**config.mk**
```make
export PLATFORM = sky130hd
export DESIGN_NAME = spi_bus_arbiter
export DESIGN_NICKNAME = d
export VERILOG_FILES = /design/src/rtl/spi_bus_arbiter.sv
export SDC_FILE = /design/constraint.sdc
export NUM_CORES = 1
export LEC_CHECK = 0
export ABC_CLOCK_PERIOD_IN_PS = 3630
export CAP_MARGIN = 20
export CORE_MARGIN = 5
export CORE_UTILIZATION = 45
export CTS_CLUSTER_SIZE = 30
export DETAILED_ROUTE_END_ITERATION = 8
export HOLD_SLACK_MARGIN = 0.1
export PLACE_DENSITY_LB_ADDON = 0.12
export SETUP_SLACK_MARGIN = 0.1
export SLEW_MARGIN = 40
export SYNTH_ARGS = -nofsm -noshare
export SYNTH_HDL_FRONTEND = slang
export SYNTH_SLANG_ARGS = --single-unit
```
**constraint.sdc**
```tcl
create_clock -name CLK50MHZ -period 3.63 [get_ports CLK50MHZ]
set_input_delay 0.726 -clock CLK50MHZ [delete_from_list [all_inputs] [get_ports CLK50MHZ]]
set_output_delay 0.726 -clock CLK50MHZ [all_outputs]
set_load 0.05 [all_outputs]
```
**src/rtl/spi_bus_arbiter.sv**
```systemverilog
// spi_bus_arbiter: round-robin owner of the board SPI bus shared by the
// preamp programmer (amp), the DAC driver (dac) and the ADC capture engine
// (adc). The winner's bus signals are registered onto the pins. Every chip
// select is idle whenever nobody owns the bus, and a guard gap separates
// consecutive owners.
// Optional feature macro: ARB_TIMEOUT_EN (grant length limit with lockout).
module spi_bus_arbiter #(
    parameter int GAP_CYCLES     = 2,
    parameter int TIMEOUT_CYCLES = 4096
) (
    input  logic       CLK50MHZ,
    input  logic       RST,
    input  logic [2:0] req,
    output logic [2:0] gnt,
    input  logic       amp_sck,
    input  logic       amp_mosi,
    input  logic       amp_cs_n,
    input  logic       dac_sck,
    input  logic       dac_mosi,
    input  logic       dac_cs_n,
    input  logic       adc_sck,
    input  logic       adc_conv,
    output logic       SPI_SCK,
    output logic       SPI_MOSI,
    output logic       AMP_CS,
    output logic       DAC_CS,
    output logic       AD_CONV,
    output logic       SF_CE0,
    output logic       busy,
    output logic [1:0] owner,
    output logic       timeout
);

    typedef enum logic [1:0] {
        ST_IDLE = 2'd0,
        ST_BUSY = 2'd1,
        ST_GAP  = 2'd2
    } state_t;

    localparam logic [1:0] OWNER_NONE = 2'd3;
    localparam logic [7:0] GAP_LOAD   = 8'(GAP_CYCLES);
    // Bus vector layout: {sck, mosi, amp_cs_n, dac_cs_n, conv}
    localparam logic [4:0] BUS_IDLE   = 5'b00110;
`ifdef ARB_TIMEOUT_EN
    localparam int              TW        = (TIMEOUT_CYCLES > 1) ? $clog2(TIMEOUT_CYCLES) : 1;
    localparam logic [TW-1:0]   TCNT_LAST = TW'(TIMEOUT_CYCLES - 1);
`endif

    state_t     state_r, state_n;
    logic [2:0] gnt_r, gnt_n;
    logic [1:0] owner_r, owner_n;
    logic [1:0] last_r, last_n;
    logic [7:0] gap_r, gap_n;
    logic [4:0] bus_r, bus_n;
    logic       busy_r, busy_n;
    logic       timeout_r, timeout_n;
    logic [2:0] elig_s;
    logic [1:0] win_s;
    logic       owner_req_s;
    logic [4:0] owner_bus_s;
`ifdef ARB_TIMEOUT_EN
    logic [TW-1:0] tcnt_r, tcnt_n;
    logic [2:0]    lock_r, lock_n;
`endif

    // First eligible client after the previous owner, wrapping amp->dac->adc.
    function automatic logic [1:0] rr_pick(input logic [2:0] elig, input logic [1:0] last);
        logic [1:0] cand;
        logic [1:0] pick;
        pick = OWNER_NONE;
        cand = last;
        for (int k = 0; k < 3; k++) begin
            cand = (cand == 2'd2) ? 2'd0 : cand + 2'd1;
            pick = ((pick == OWNER_NONE) && elig[cand]) ? cand : pick;
        end
        return pick;
    endfunction

    // Request bit of the current owner; none for an unowned bus.
    function automatic logic owner_req(input logic [2:0] r, input logic [1:0] who);
        case (who)
            2'd0:    owner_req = r[0];
            2'd1:    owner_req = r[1];
            2'd2:    owner_req = r[2];
            default: owner_req = 1'b0;
        endcase
    endfunction

    // Owner's bus signals in pin order; non-owner selects stay inactive.
    function automatic logic [4:0] owner_bus(input logic [1:0] who,
                                             input logic a_sck, input logic a_mosi, input logic a_cs,
                                             input logic d_sck, input logic d_mosi, input logic d_cs,
                                             input logic c_sck, input logic c_conv);
        case (who)
            2'd0:    owner_bus = {a_sck, a_mosi, a_cs, 1'b1, 1'b0};
            2'd1:    owner_bus = {d_sck, d_mosi, 1'b1, d_cs, 1'b0};
            2'd2:    owner_bus = {c_sck, 1'b0, 1'b1, 1'b1, c_conv};
            default: owner_bus = BUS_IDLE;
        endcase
    endfunction

    // Next-state and next registered-output logic for the IDLE/BUSY/GAP machine
    always_comb begin
        state_n     = state_r;
        gnt_n       = gnt_r;
        owner_n     = owner_r;
        last_n      = last_r;
        gap_n       = gap_r;
        bus_n       = BUS_IDLE;
        timeout_n   = 1'b0;
        owner_req_s = owner_req(req, owner_r);
        owner_bus_s = owner_bus(owner_r, amp_sck, amp_mosi, amp_cs_n,
                                dac_sck, dac_mosi, dac_cs_n, adc_sck, adc_conv);
`ifdef ARB_TIMEOUT_EN
        tcnt_n      = tcnt_r;
        // A locked-out client is released once its request is seen low.
        lock_n      = lock_r & req;
        elig_s      = req & ~lock_r;
`else
        elig_s      = req;
`endif
        win_s       = rr_pick(elig_s, last_r);

        case (state_r)
            ST_IDLE: begin
                if (win_s != OWNER_NONE) begin
                    state_n = ST_BUSY;
                    gnt_n   = 3'b001 << win_s;
                    owner_n = win_s;
                    last_n  = win_s;
`ifdef ARB_TIMEOUT_EN
                    tcnt_n  = '0;
`endif
                end else begin
                    state_n = ST_IDLE;
                end
            end
            ST_BUSY: begin
                if (!owner_req_s) begin
                    state_n = ST_GAP;
                    gnt_n   = 3'b000;
                    owner_n = OWNER_NONE;
                    gap_n   = GAP_LOAD;
                end
`ifdef ARB_TIMEOUT_EN
                else if (tcnt_r == TCNT_LAST) begin
                    state_n   = ST_GAP;
                    gnt_n     = 3'b000;
                    owner_n   = OWNER_NONE;
                    gap_n     = GAP_LOAD;
                    timeout_n = 1'b1;
                    lock_n    = lock_n | gnt_r;
                end
`endif
                else begin
                    bus_n  = owner_bus_s;
`ifdef ARB_TIMEOUT_EN
                    tcnt_n = tcnt_r + TW'(1);
`endif
                end
            end
            ST_GAP: begin
                gnt_n   = 3'b000;
                owner_n = OWNER_NONE;
                if (gap_r <= 8'd1) begin
                    state_n = ST_IDLE;
                end else begin
                    gap_n = gap_r - 8'd1;
                end
            end
            default: begin
                state_n = ST_IDLE;
                gnt_n   = 3'b000;
                owner_n = OWNER_NONE;
            end
        endcase

        busy_n = (state_n != ST_IDLE);
    end

    // State and output registers; RST idles the bus and drops any grant on the next edge
    always_ff @(posedge CLK50MHZ) begin
        if (RST) begin
            state_r   <= ST_IDLE;
            gnt_r     <= 3'b000;
            owner_r   <= OWNER_NONE;
            last_r    <= 2'd2;
            gap_r     <= 8'd0;
            bus_r     <= BUS_IDLE;
            busy_r    <= 1'b0;
            timeout_r <= 1'b0;
`ifdef ARB_TIMEOUT_EN
            tcnt_r    <= '0;
            lock_r    <= 3'b000;
`endif
        end else begin
            state_r   <= state_n;
            gnt_r     <= gnt_n;
            owner_r   <= owner_n;
            last_r    <= last_n;
            gap_r     <= gap_n;
            bus_r     <= bus_n;
            busy_r    <= busy_n;
            timeout_r <= timeout_n;
`ifdef ARB_TIMEOUT_EN
            tcnt_r    <= tcnt_n;
            lock_r    <= lock_n;
`endif
        end
    end

    assign gnt     = gnt_r;
    assign owner   = owner_r;
    assign busy    = busy_r;
    assign timeout = timeout_r;
    assign {SPI_SCK, SPI_MOSI, AMP_CS, DAC_CS, AD_CONV} = bus_r;
    // Flash held disabled so it never drives the shared MISO line.
    assign SF_CE0  = 1'b1;

endmodule
```
Fig. 1: met2 routing
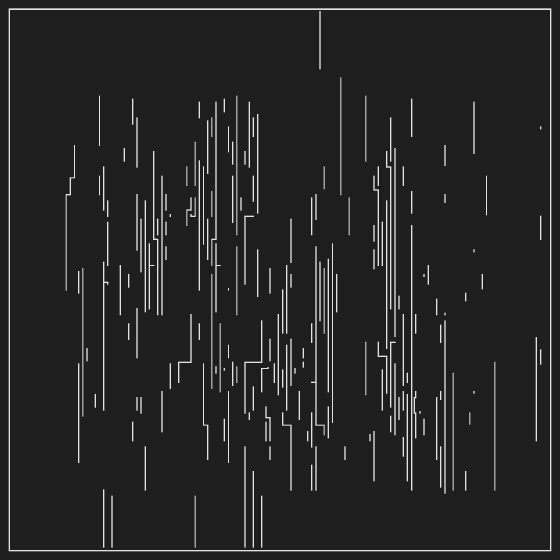
share of all routed wire	44%
longest straight run	29.2 µm
main direction	vertical

Fig. 2: signal wires on met1
Supply wires on this layer in gray.
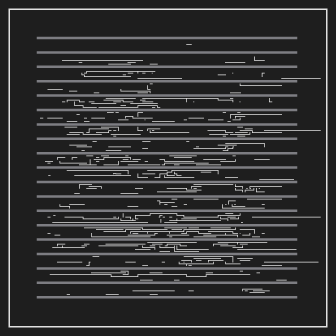
main direction	horizontal
wire length on this layer	1020 µm
longest straight run	17.9 µm
share of all routed wire	46%

Fig. 3: the metal 3 layer
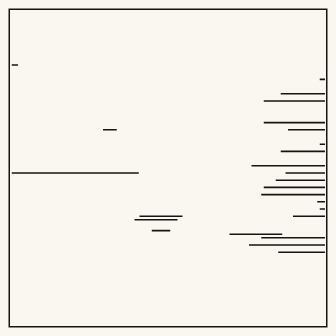
longest straight run	23.7 µm
main direction	horizontal
nets with wire on the layer	24
wire length on this layer	197 µm
share of all routed wire	8.9%

Fig. 4: routed metal per tile
Scale bar: 20 µm. The die is cut into 12 by 12 equal tiles; dark purple is low, yellow is high, scaled to the fullest tile. Values are wire area over tile area, all layers added.
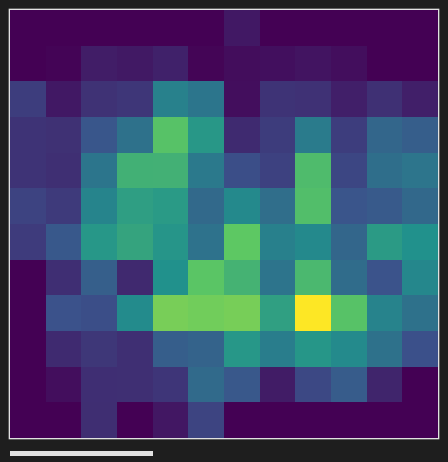
densest ninth of the die	middle
tiles over half the peak	17%
fullest tile	0.39
nearly empty tiles	21%
mean over tiles	0.10

Fig. 5: clock nets
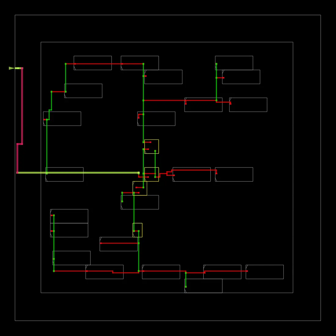
clock buffer count: 3
Sink Count: 23

==> flow_summary.ini <==
; flow metrics
[global_routing]
grt_pass1_vias = 825
grt_usage_pct = 13.04
grt_max_degree = 16
grt_first_pass_wirelength_mm = 3.650
grt-ovfl-total = 0
antenna_found_initial = 0

[finish]
final_cell_mix = 23 x dfxtp_1, 23 x clkdlybuf4s50_1, 18 x nor2_1
final_area_mm2 = 0.001384
nNetsFinal = 166
fin_cells = 176
antennaDiodeCount = 0
area_delta_synth_final_pct = 24.55
drive_gt1_share_pct = 10.27
final_core_util_pct = 57.42
fillers = 237

[place]
gp_congestion = 0.8715
dp_slack_ps = 972.9
hpwlAfterDp_mm = 1.737
placed_area_mm2 = 0.001356
place_inst = 172
portBuffers = 23

[clock_network]
clock_latency_ps = 300
htree_levels = 1
cts_made_buffers = 3
post_cts_resized = 0
cts_setup_buffers = 0
hold_buffers = 0
cts_buffer_depth = 2
cts-root-buf = clkbuf_4
cts_tree = done
path_clk_slew_ps = 130

[yosys]
post_synth_instance_area_mm2 = 0.001111
async_flop_share_pct = 0
top_cell_area_share_pct = 41.44
postSynthSeqShare_pct = 41.44
synth_warnings = 0
synth_nets = 142
ys_cells = 123
synth_cell_types = 38
synth_flop_count = 23
edf_count = 0
synth_area_per_cell_um2 = 9.033
top_area_cell = dfxtp_1
ff_type = dfxtp_1
yosysChipArea_mm2 = 0.001111
syn_inst = 123
yosys-top-cells-area = dfxtp_1 41%, ha_1 6.8%, nor2_1 6.1%

[sta]
slew_headroom_pct = 61.99
rsz0062_at_grt = false
worst_slack_ps = 1264
tns_ps = 0
worst_slew_pin_slew_ps = 565.7
finalSetupViolCount = 0
fmax_mhz = 422.7
slew_violations = 0
fin_hold_ws_ps = 526.2
period_needed_ps = 2366
clock_skew_ps = 8.629
period_used_pct = 65.17
final_hold_viol_count = 0

[job]
drv_cap = 0
warnings = 30

[floorplan]
die_w_um = 59.69
initCoreUtil_pct = 46.11
die_h_um = 59.69
die_area_mm2 = 0.003563
core_mm2 = 0.002410
rows = 18
ios = 26

[min_path]
holdCritPathClass = reg2reg

[critical_path]
path_class = in2reg
cp-end-kind = register
critPathLaunchType = input port
crit_fanout = 6
crit_required_ps = 3830
crit_arrival_ps = 2570

[power]
seq_power_share_pct = 40.4
p_clk_share_pct = 12.2
vdd_drop_max_v = 0.0004478
p_sw_mw = 0.3704
swShare_pct = 40.14
power.density_mw_per_mm2 = 666.9
total_power_mw = 0.9228
p_comb_share_pct = 47.5
p_int_mw = 0.5524
leakagePower_nw = 0.5520

[detailed_routing]
vias = 912
via_per_inst = 5.182
drtIter0Drc = 42
antenna_left = 0
drc = 0
drt_pass1_iterations = 4
wl_per_cell_um = 12.50
wl_mm = 2.200

[run_status]
outcome = completed
[power by group through the flow]
| stage | clock network [mW] | logic (mW) | registers, mW |
|---|---|---|---|
| after floorplan | 0 | 0.320 | 0.403 |
| after global placement | 0 | 0.435 | 0.379 |
| after detailed placement | 0 | 0.439 | 0.379 |
| after CTS | 0.120 | 0.442 | 0.373 |
| after global routing | 0.132 | 0.481 | 0.383 |
| final | 0.112 | 0.438 | 0.372 |
[synth_stat cells (3+ instances only)]
cell       n
or2_2      3
inv_1      8
a22oi_1    3
a211oi_1   3
nor3_1     5
ha_1       6
xnor2_1    6
nand2_1    3
a21oi_1    8
nor2_1    18
dfxtp_1   23
[registers in the layout, indices dropped and copies added, names as in the netlist]
register  flops
gap_r         8
bus_r         5
gnt           3
last_r        2
owner         2
state_r       2
busy          1
[layout make-up]
class / instances / area (µm²) / share of cell area (%)
flip-flops and latches: 23 / 460.4 / 33.27
inverters: 9 / 33.78 / 2.441
well taps: 30 / 37.54 / 2.712
clock inverters: 1 / 5.005 / 0.3617
multi-input cells: 87 / 594.3 / 42.95
repair buffers: 23 / 230.2 / 16.64
clock buffers: 3 / 22.52 / 1.627
[metal layers]
metal | up-vias | GRT usage [%] | share of wire (%)
li1 | 476 | - | -
met1 | 405 | 16.51 | 46
met2 | 29 | 21.60 | 44
met3 | 2 | 3.456 | 8.9
met4 | 0 | 3.797 | 0.95
met5 | - | 0 | 0
[final timing paths]
check	startpoint	to	slack [ps]	cells past startpoint
max	req[1]	owner[0]	1260	6
min	gnt[1]	gnt[1]	530	2
max reg2reg	owner[1]	gap_r[3]	1490	7
min reg2reg	gnt[1]	gnt[1]	530	2
[logic make-up after synthesis]
group                    synth area share [%]
AND/OR/NAND/NOR                         19.03
other                                  0.6759
flip-flops                              41.44
XOR/XNOR                                4.730
buffers and inverters                   5.067
AND-OR/OR-AND                           21.40
multiplexers                           0.9009
adder cells (fa/ha/maj)                 6.757
[critical path, cell delays in order]
cell	delay, ps
clkdlybuf4s50_1	560
a222oi_1	160
or3_1	420
a21oi_1	310
a21oi_1	110
or2_2	280
